**Signal wires on met2**

Scale bar: 50 um.
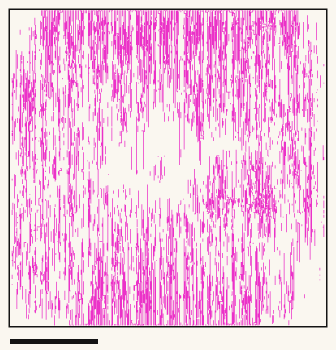
**Met3 routing**

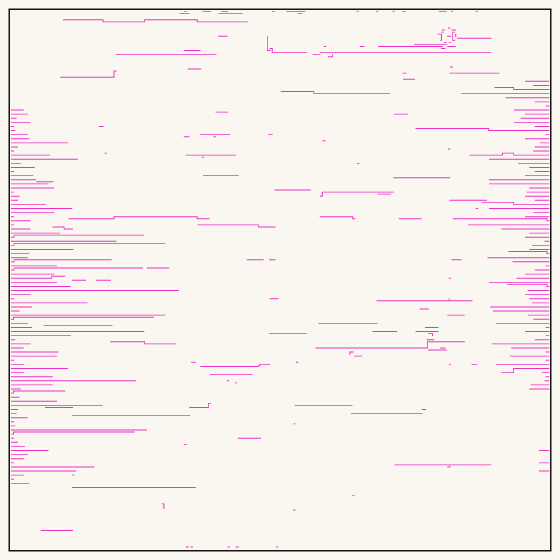
**The clock network**

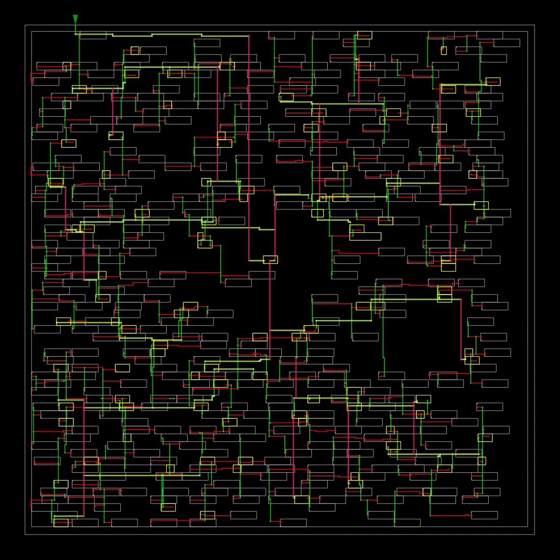
**Floorplan with the power grid**

Scale bar: 50 um. Pins as bars on the die edge.
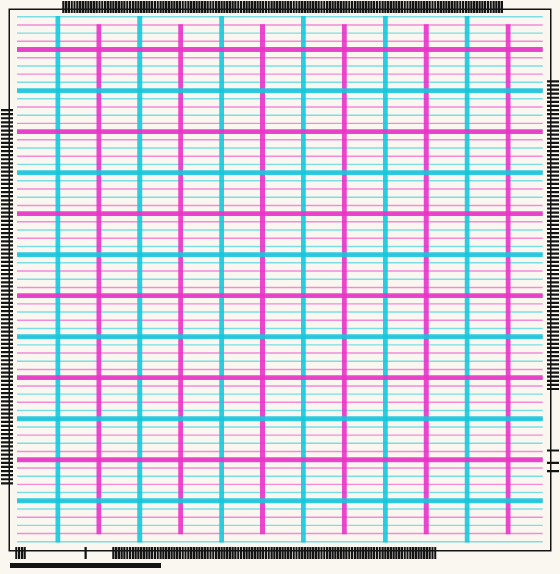
**src/rtl/ddr_line_sequencer_if.sv**
```systemverilog
// Line-request bus and DDR2 command/data port bundle for ddr_line_sequencer.
// slave: the sequencer side; master: the requester plus DDR interface side.
interface ddr_line_sequencer_if;
    logic         req_valid_i;
    logic         req_ready_o;
    logic         req_write_i;
    logic [26:0]  req_address_i;
    logic [127:0] req_data_i;
    logic         resp_valid_o;
    logic [127:0] resp_data_o;
    logic         resp_error_o;
    logic [26:0]  ddr_address_o;
    logic         ddr_write_o;
    logic         ddr_read_o;
    logic         ddr_push_o;
    logic [63:0]  ddr_write_data_o;
    logic         ddr_done_o;
    logic         ddr_ready_i;
    logic         ddr_rvalid_i;
    logic [63:0]  ddr_read_data_i;
    logic         ddr_pop_o;

    modport slave (
        input  req_valid_i, req_write_i, req_address_i, req_data_i,
        input  ddr_ready_i, ddr_rvalid_i, ddr_read_data_i,
        output req_ready_o, resp_valid_o, resp_data_o, resp_error_o,
        output ddr_address_o, ddr_write_o, ddr_read_o, ddr_push_o,
        output ddr_write_data_o, ddr_done_o, ddr_pop_o
    );

    modport master (
        output req_valid_i, req_write_i, req_address_i, req_data_i,
        output ddr_ready_i, ddr_rvalid_i, ddr_read_data_i,
        input  req_ready_o, resp_valid_o, resp_data_o, resp_error_o,
        input  ddr_address_o, ddr_write_o, ddr_read_o, ddr_push_o,
        input  ddr_write_data_o, ddr_done_o, ddr_pop_o
    );
endinterface

```
**src/rtl/ddr_line_sequencer.sv**
```systemverilog
// DDR2 line sequencer: turns one 128-bit line request into a DDR command,
// write-data beats and a done strobe, reassembles two read beats into a line,
// and aborts any wait that exceeds TIMEOUT_CYCLES with an error response.
module ddr_line_sequencer #(
    parameter int unsigned SETTLE_CYCLES  = 4,
    parameter int unsigned TIMEOUT_CYCLES = 4096
) (
    input  logic                clk_i,
    input  logic                rst_n_i,
    ddr_line_sequencer_if.slave bus
);
    localparam int unsigned TO_W = $clog2(TIMEOUT_CYCLES + 1);
    localparam int unsigned ST_W = $clog2(SETTLE_CYCLES + 1);

    typedef enum logic [3:0] {
        IDLE,
        WAIT_RDY,
        CMD,
        PUSH_LO,
        PUSH_HI,
        DONE,
        SETTLE,
        WAIT_CMPL,
        READ_LO,
        READ_HI,
        RESP
    } state_t;

    state_t          state_q, state_d;
    logic            ready_q;
    logic            wr_q;
    logic [26:0]     addr_q;
    logic [127:0]    data_q;
    logic [63:0]     lo_q;
    logic [127:0]    resp_data_q;
    logic [TO_W-1:0] to_cnt_q;
    logic [ST_W-1:0] st_cnt_q;

    logic            accept;
    logic            in_wait;
    logic            to_expired;
    logic            timeout;
    logic            pop;
    logic            cmd_wr;
    logic            cmd_rd;
    logic            push;
    logic            done;
    logic            resp_valid;
    logic            resp_error;
    logic [26:0]     cmd_addr;
    logic [63:0]     wdata;

    // ready is a register so it reads 0 while in reset and only rises on the
    // first clock after reset release; otherwise it equals "state is IDLE".
    assign accept     = bus.req_valid_i & ready_q;
    assign in_wait    = state_q inside {WAIT_RDY, WAIT_CMPL, READ_LO, READ_HI};
    assign to_expired = (to_cnt_q == TO_W'(TIMEOUT_CYCLES - 1));

    // State register and request-accept flag.
    always_ff @(posedge clk_i or negedge rst_n_i) begin
        if (!rst_n_i) begin
            state_q <= IDLE;
            ready_q <= 1'b0;
        end else begin
            state_q <= state_d;
            ready_q <= (state_d == IDLE);
        end
    end

    // Next-state and strobe decode; a timeout overrides whatever the wait state decided.
    always_comb begin
        state_d    = state_q;
        timeout    = 1'b0;
        pop        = 1'b0;
        cmd_wr     = 1'b0;
        cmd_rd     = 1'b0;
        push       = 1'b0;
        done       = 1'b0;
        resp_valid = 1'b0;
        resp_error = 1'b0;
        cmd_addr   = '0;
        wdata      = '0;
        case (state_q)
            IDLE: begin
                if (accept) state_d = WAIT_RDY;
            end
            WAIT_RDY: begin
                if (bus.ddr_ready_i) state_d = CMD;
                else if (to_expired) timeout = 1'b1;
            end
            CMD: begin
                cmd_wr   = wr_q;
                cmd_rd   = ~wr_q;
                cmd_addr = addr_q;
                state_d  = wr_q ? PUSH_LO : DONE;
            end
            PUSH_LO: begin
                push    = 1'b1;
                wdata   = data_q[63:0];
                state_d = PUSH_HI;
            end
            PUSH_HI: begin
                push    = 1'b1;
                wdata   = data_q[127:64];
                state_d = DONE;
            end
            DONE: begin
                done    = 1'b1;
                state_d = SETTLE;
            end
            SETTLE: begin
                if (st_cnt_q == ST_W'(SETTLE_CYCLES - 1)) state_d = WAIT_CMPL;
            end
            WAIT_CMPL: begin
                if (bus.ddr_ready_i) state_d = wr_q ? RESP : READ_LO;
                else if (to_expired) timeout = 1'b1;
            end
            READ_LO: begin
                if (bus.ddr_rvalid_i) begin
                    pop     = 1'b1;
                    state_d = READ_HI;
                end else if (to_expired) begin
                    timeout = 1'b1;
                end
            end
            READ_HI: begin
                if (bus.ddr_rvalid_i) begin
                    pop     = 1'b1;
                    state_d = RESP;
                end else if (to_expired) begin
                    timeout = 1'b1;
                end
            end
            RESP: begin
                resp_valid = 1'b1;
                state_d    = IDLE;
            end
            default: state_d = IDLE;
        endcase
        if (timeout) begin
            resp_valid = 1'b1;
            resp_error = 1'b1;
            state_d    = IDLE;
        end
    end

    // Request latch: write flag, line-aligned address and write data.
    always_ff @(posedge clk_i or negedge rst_n_i) begin
        if (!rst_n_i) begin
            wr_q   <= 1'b0;
            addr_q <= '0;
            data_q <= '0;
        end else if (state_q == IDLE && accept) begin
            wr_q   <= bus.req_write_i;
            addr_q <= bus.req_address_i & {{23{1'b1}}, 4'b0000};
            data_q <= bus.req_data_i;
        end
    end

    // Wait/settle counters: both restart on every state change.
    always_ff @(posedge clk_i or negedge rst_n_i) begin
        if (!rst_n_i) begin
            to_cnt_q <= '0;
            st_cnt_q <= '0;
        end else if (state_d != state_q) begin
            to_cnt_q <= '0;
            st_cnt_q <= '0;
        end else begin
            if (in_wait) to_cnt_q <= to_cnt_q + TO_W'(1);
            if (state_q == SETTLE) st_cnt_q <= st_cnt_q + ST_W'(1);
        end
    end

    // Read-beat assembly; the response line only changes when the high beat lands.
    always_ff @(posedge clk_i or negedge rst_n_i) begin
        if (!rst_n_i) begin
            lo_q        <= '0;
            resp_data_q <= '0;
        end else if (pop) begin
            if (state_q == READ_LO) lo_q <= bus.ddr_read_data_i;
            else resp_data_q <= {bus.ddr_read_data_i, lo_q};
        end
    end

    assign bus.req_ready_o      = ready_q;
    assign bus.resp_valid_o     = resp_valid;
    assign bus.resp_error_o     = resp_error;
    assign bus.resp_data_o      = resp_data_q;
    assign bus.ddr_address_o    = cmd_addr;
    assign bus.ddr_write_o      = cmd_wr;
    assign bus.ddr_read_o       = cmd_rd;
    assign bus.ddr_push_o       = push;
    assign bus.ddr_write_data_o = wdata;
    assign bus.ddr_done_o       = done;
    assign bus.ddr_pop_o        = pop;
endmodule

```
**src/flat_wrapper.sv**
```systemverilog
// flat-port wrapper written by rule: the top's interface ports become plain ports
module ddr_line_sequencer_flat 
#(
    parameter int unsigned SETTLE_CYCLES  = 4,
    parameter int unsigned TIMEOUT_CYCLES = 4096
)
  (clk_i, rst_n_i, bus_req_valid_i, bus_req_write_i, bus_req_address_i, bus_req_data_i, bus_ddr_ready_i, bus_ddr_rvalid_i, bus_ddr_read_data_i, bus_req_ready_o, bus_resp_valid_o, bus_resp_data_o, bus_resp_error_o, bus_ddr_address_o, bus_ddr_write_o, bus_ddr_read_o, bus_ddr_push_o, bus_ddr_write_data_o, bus_ddr_done_o, bus_ddr_pop_o);
  ddr_line_sequencer_if bus_i ();
  input  logic clk_i;
  input  logic rst_n_i;
  input wire logic [$bits(bus_i.req_valid_i)-1:0] bus_req_valid_i;
  input wire logic [$bits(bus_i.req_write_i)-1:0] bus_req_write_i;
  input wire logic [$bits(bus_i.req_address_i)-1:0] bus_req_address_i;
  input wire logic [$bits(bus_i.req_data_i)-1:0] bus_req_data_i;
  input wire logic [$bits(bus_i.ddr_ready_i)-1:0] bus_ddr_ready_i;
  input wire logic [$bits(bus_i.ddr_rvalid_i)-1:0] bus_ddr_rvalid_i;
  input wire logic [$bits(bus_i.ddr_read_data_i)-1:0] bus_ddr_read_data_i;
  output wire logic [$bits(bus_i.req_ready_o)-1:0] bus_req_ready_o;
  output wire logic [$bits(bus_i.resp_valid_o)-1:0] bus_resp_valid_o;
  output wire logic [$bits(bus_i.resp_data_o)-1:0] bus_resp_data_o;
  output wire logic [$bits(bus_i.resp_error_o)-1:0] bus_resp_error_o;
  output wire logic [$bits(bus_i.ddr_address_o)-1:0] bus_ddr_address_o;
  output wire logic [$bits(bus_i.ddr_write_o)-1:0] bus_ddr_write_o;
  output wire logic [$bits(bus_i.ddr_read_o)-1:0] bus_ddr_read_o;
  output wire logic [$bits(bus_i.ddr_push_o)-1:0] bus_ddr_push_o;
  output wire logic [$bits(bus_i.ddr_write_data_o)-1:0] bus_ddr_write_data_o;
  output wire logic [$bits(bus_i.ddr_done_o)-1:0] bus_ddr_done_o;
  output wire logic [$bits(bus_i.ddr_pop_o)-1:0] bus_ddr_pop_o;
  assign bus_i.req_valid_i = bus_req_valid_i;
  assign bus_i.req_write_i = bus_req_write_i;
  assign bus_i.req_address_i = bus_req_address_i;
  assign bus_i.req_data_i = bus_req_data_i;
  assign bus_i.ddr_ready_i = bus_ddr_ready_i;
  assign bus_i.ddr_rvalid_i = bus_ddr_rvalid_i;
  assign bus_i.ddr_read_data_i = bus_ddr_read_data_i;
  assign bus_req_ready_o = bus_i.req_ready_o;
  assign bus_resp_valid_o = bus_i.resp_valid_o;
  assign bus_resp_data_o = bus_i.resp_data_o;
  assign bus_resp_error_o = bus_i.resp_error_o;
  assign bus_ddr_address_o = bus_i.ddr_address_o;
  assign bus_ddr_write_o = bus_i.ddr_write_o;
  assign bus_ddr_read_o = bus_i.ddr_read_o;
  assign bus_ddr_push_o = bus_i.ddr_push_o;
  assign bus_ddr_write_data_o = bus_i.ddr_write_data_o;
  assign bus_ddr_done_o = bus_i.ddr_done_o;
  assign bus_ddr_pop_o = bus_i.ddr_pop_o;
  ddr_line_sequencer #(.SETTLE_CYCLES(SETTLE_CYCLES), .TIMEOUT_CYCLES(TIMEOUT_CYCLES)) u_core (.clk_i(clk_i), .rst_n_i(rst_n_i), .bus(bus_i));
endmodule
```
**config.mk**
```make
export PLATFORM = sky130hd
export DESIGN_NAME = ddr_line_sequencer_flat
export DESIGN_NICKNAME = d
export VERILOG_FILES = /design/src/rtl/ddr_line_sequencer_if.sv /design/src/rtl/ddr_line_sequencer.sv /design/src/flat_wrapper.sv
export SDC_FILE = /design/constraint.sdc
export NUM_CORES = 1
export LEC_CHECK = 0
export CORE_MARGIN = 2
export CORE_UTILIZATION = 49
export CTS_BUF_LIST = sky130_fd_sc_hd__clkbuf_4 sky130_fd_sc_hd__clkbuf_8
export DETAILED_ROUTE_END_ITERATION = 8
export GPL_TIMING_DRIVEN = 0
export HOLD_SLACK_MARGIN = 0.06
export PLACE_DENSITY = 0.8
export SYNTH_ARGS = -nofsm -noshare
export SYNTH_HDL_FRONTEND = slang
export SYNTH_SLANG_ARGS = --single-unit
```
**constraint.sdc**
```tcl
create_clock -name clk_i -period 3.7 [get_ports clk_i]
set_input_delay 1.11 -clock clk_i [delete_from_list [all_inputs] [get_ports clk_i]]
set_output_delay 1.11 -clock clk_i [all_outputs]
set_load 0.01 [all_outputs]
```
==> results.sh <==
# flow metrics
export IMPL_arrival_ps=2570
export IMPL_final_cell_area_sq_um=21600
export IMPL_grt_start_max_net_pins=124
export IMPL_powerDensity_nw_per_um2=679
export IMPL_drive_gt1_share_pct=36.0
export IMPL_clkSinkCount=365
export IMPL_mostFrequentLayoutCells="dfrtp_1, clkdlybuf4s50_1, mux2_2, clkbuf_8, a22o_1"
export IMPL_setup_tns_ps=0
export IMPL_rsz0062_at_grt="yes"
export IMPL_vias_per_cell=5.29
export IMPL_hold_violations=0
export IMPL_hpwl_um=30600
export IMPL_combPwrFrac_pct=31.9
export IMPL_ys_top_logic_family="multiplexers"
export IMPL_num_vias=10400
export IMPL_largest_class="flip-flops and latches"
export IMPL_cp_cell_sequence="buf_2, or4b_4, o32a_4, or2_4, o31ai_1, buf_2"
export IMPL_synth_area_per_cell_sq_um=15.0
export IMPL_fmax_ghz=0.272
export IMPL_cp_start_kind="input port"
export IMPL_yosys_area_share_simple_pct=4.00
export IMPL_max_slew_margin_pct=33.3
export IMPL_hold_class="input port to async pin"
export IMPL_ant_nets=0
export IMPL_comb_area_share_pct=25.9
export IMPL_place_ws_ps=-825
export IMPL_grt_met1_usage_pct=31.7
export IMPL_setup_worst_path_end="bus_resp_valid_o"
export IMPL_synth_seq_share_pct=60.8
export IMPL_core_sq_um=30300
export IMPL_setup_ws_ps=22.9
export IMPL_well_tap_count=396
export IMPL_grt_pass1_vias=11200
export IMPL_path_clk_slew_ps=60
export IMPL_place_gp_congestion=0.855
export IMPL_num_antenna_cells=5
export IMPL_max_stage_delay_ps=520
export IMPL_postLayoutCoreUtil_pct=71.1
export IMPL_fillers=2090
export IMPL_syn_inst=1000
export IMPL_yosysWarnings=0
export IMPL_ys_sh_xor_pct=0.817
export IMPL_synth_distinct_cells=56
export IMPL_yosysChipArea_sq_um=15000
export IMPL_layout_area_comb_sq_um=5600
export IMPL_htreeDepth=2
export IMPL_clk_share_pct=5.96
export IMPL_totalPowerFinal_mw=14.7
export IMPL_chip_area_sq_um=32100
export IMPL_grt_antenna_before_repair=4
export IMPL_critPathCaptureType="primary output"
export IMPL_root_buffer="clkbuf_8"
export IMPL_p_seq_mw=6.24
export IMPL_reg2reg_to="u_core.lo_q[42]"
export IMPL_slowest_stage="or4b_4"
export IMPL_crit_buf_inv=2
export IMPL_routed_wl_um=42100
export IMPL_top_usage_layer="met2"
export IMPL_edf_count=0
export IMPL_drcViolationCount=0
export IMPL_r2r_start="u_core.state_q[2]"
export IMPL_inverters=5
export IMPL_drt_iter0_drc=526
export IMPL_multi_input_comb_cells=564
export IMPL_io_pins=452
export IMPL_power_frac_seq_pct=42.6
export IMPL_synth_area_sq_um=15000
export IMPL_rows=64
export IMPL_highest_layer="met5"
export IMPL_wire_per_inst_um=21.4
export IMPL_critical_path_top_delay_family="simple AND/OR/NAND/NOR gates"
export IMPL_fp_util_pct=49.5
export IMPL_dp_cells=1845
export IMPL_worst_r2r_setup_slack_ps=960
export IMPL_ff_count=365
export IMPL_cp_depth=6
export IMPL_finalSetupViolations=0
export IMPL_flop_area_sq_um=9140
export IMPL_final_min_clock_period_ps=3680
export IMPL_adder_share_pct=0.250
export IMPL_power_group_top="registers"
export IMPL_worst_slew_pin_slew_ps=995
export IMPL_portBuffers=443
export IMPL_slew_viol_final=0
export IMPL_status="finished clean"
export IMPL_crit_fanout=7
export IMPL_max_cap_viol_count=0
export IMPL_first_pass_iters=5
export IMPL_cellInternalPower_mw=10.3
export IMPL_grt_overflow=0
export IMPL_p_comb_mw=4.68
export IMPL_clock_path_buffers=3
export IMPL_grt_pass1_wl_um=63400
export IMPL_cts_tree="built"
export IMPL_switchingPower_mw=4.35
export IMPL_hold_buffers=0
export IMPL_holdWs_ps=449
export IMPL_seq_share_pct=42.3
export IMPL_leakage_nw=10.5
export IMPL_mux_area_share_pct=26.0
export IMPL_postCtsSetupRepairBufs=10
export IMPL_yosys_cells=1000
## Picture notes: 'signal wires on met2'
wire length on this layer: 21.1 mm
share of all routed wire: 50%
nets with wire on the layer: 1,636

## Picture notes: 'met3 routing'
share of all routed wire: 7.3%
wire length on this layer: 3,060 um

## Picture notes: 'the clock network'
Late-Pin Clk Latency: 600 ps
clock buf count: 98
clock network power: 3.74 mW
CTS Buf Count: 58

## Picture notes: 'floorplan with the power grid'
legend:
  magenta:
    net: VDD
  cyan:
    net: VSS
signal pins: 452
met1 rails: 65
met4 straps: 12
die height: 179 um
Worst VDD drop: 0.413 mV
die x size: 179 um

## cell usage after synthesis, types with 3 or more instances
cell / instances / area, sq um
buf_1: 3 / 11.3
a21oi_1: 4 / 20.0
ha_1: 3 / 37.5
nand2_1: 10 / 37.5
nand3_1: 6 / 30.0
and2_1: 25 / 156
xnor2_1: 13 / 114
inv_1: 5 / 18.8
nor3_1: 7 / 35.0
nor4_1: 3 / 18.8
o21ai_0: 4 / 20.0
mux2i_1: 3 / 30.0
nor2_1: 10 / 37.5
clkbuf_1: 33 / 124
nor3_2: 11 / 110
nand2b_1: 3 / 18.8
a2111oi_0: 3 / 26.3
buf_4: 5 / 37.5
nand4_1: 4 / 25.0
dfrtp_1: 365 / 9130
buf_2: 26 / 130
mux2_2: 344 / 3870
a211oi_1: 8 / 60.1
a22o_1: 64 / 561
Power figures rest on the tool's default switching activity, not on a simulated workload.
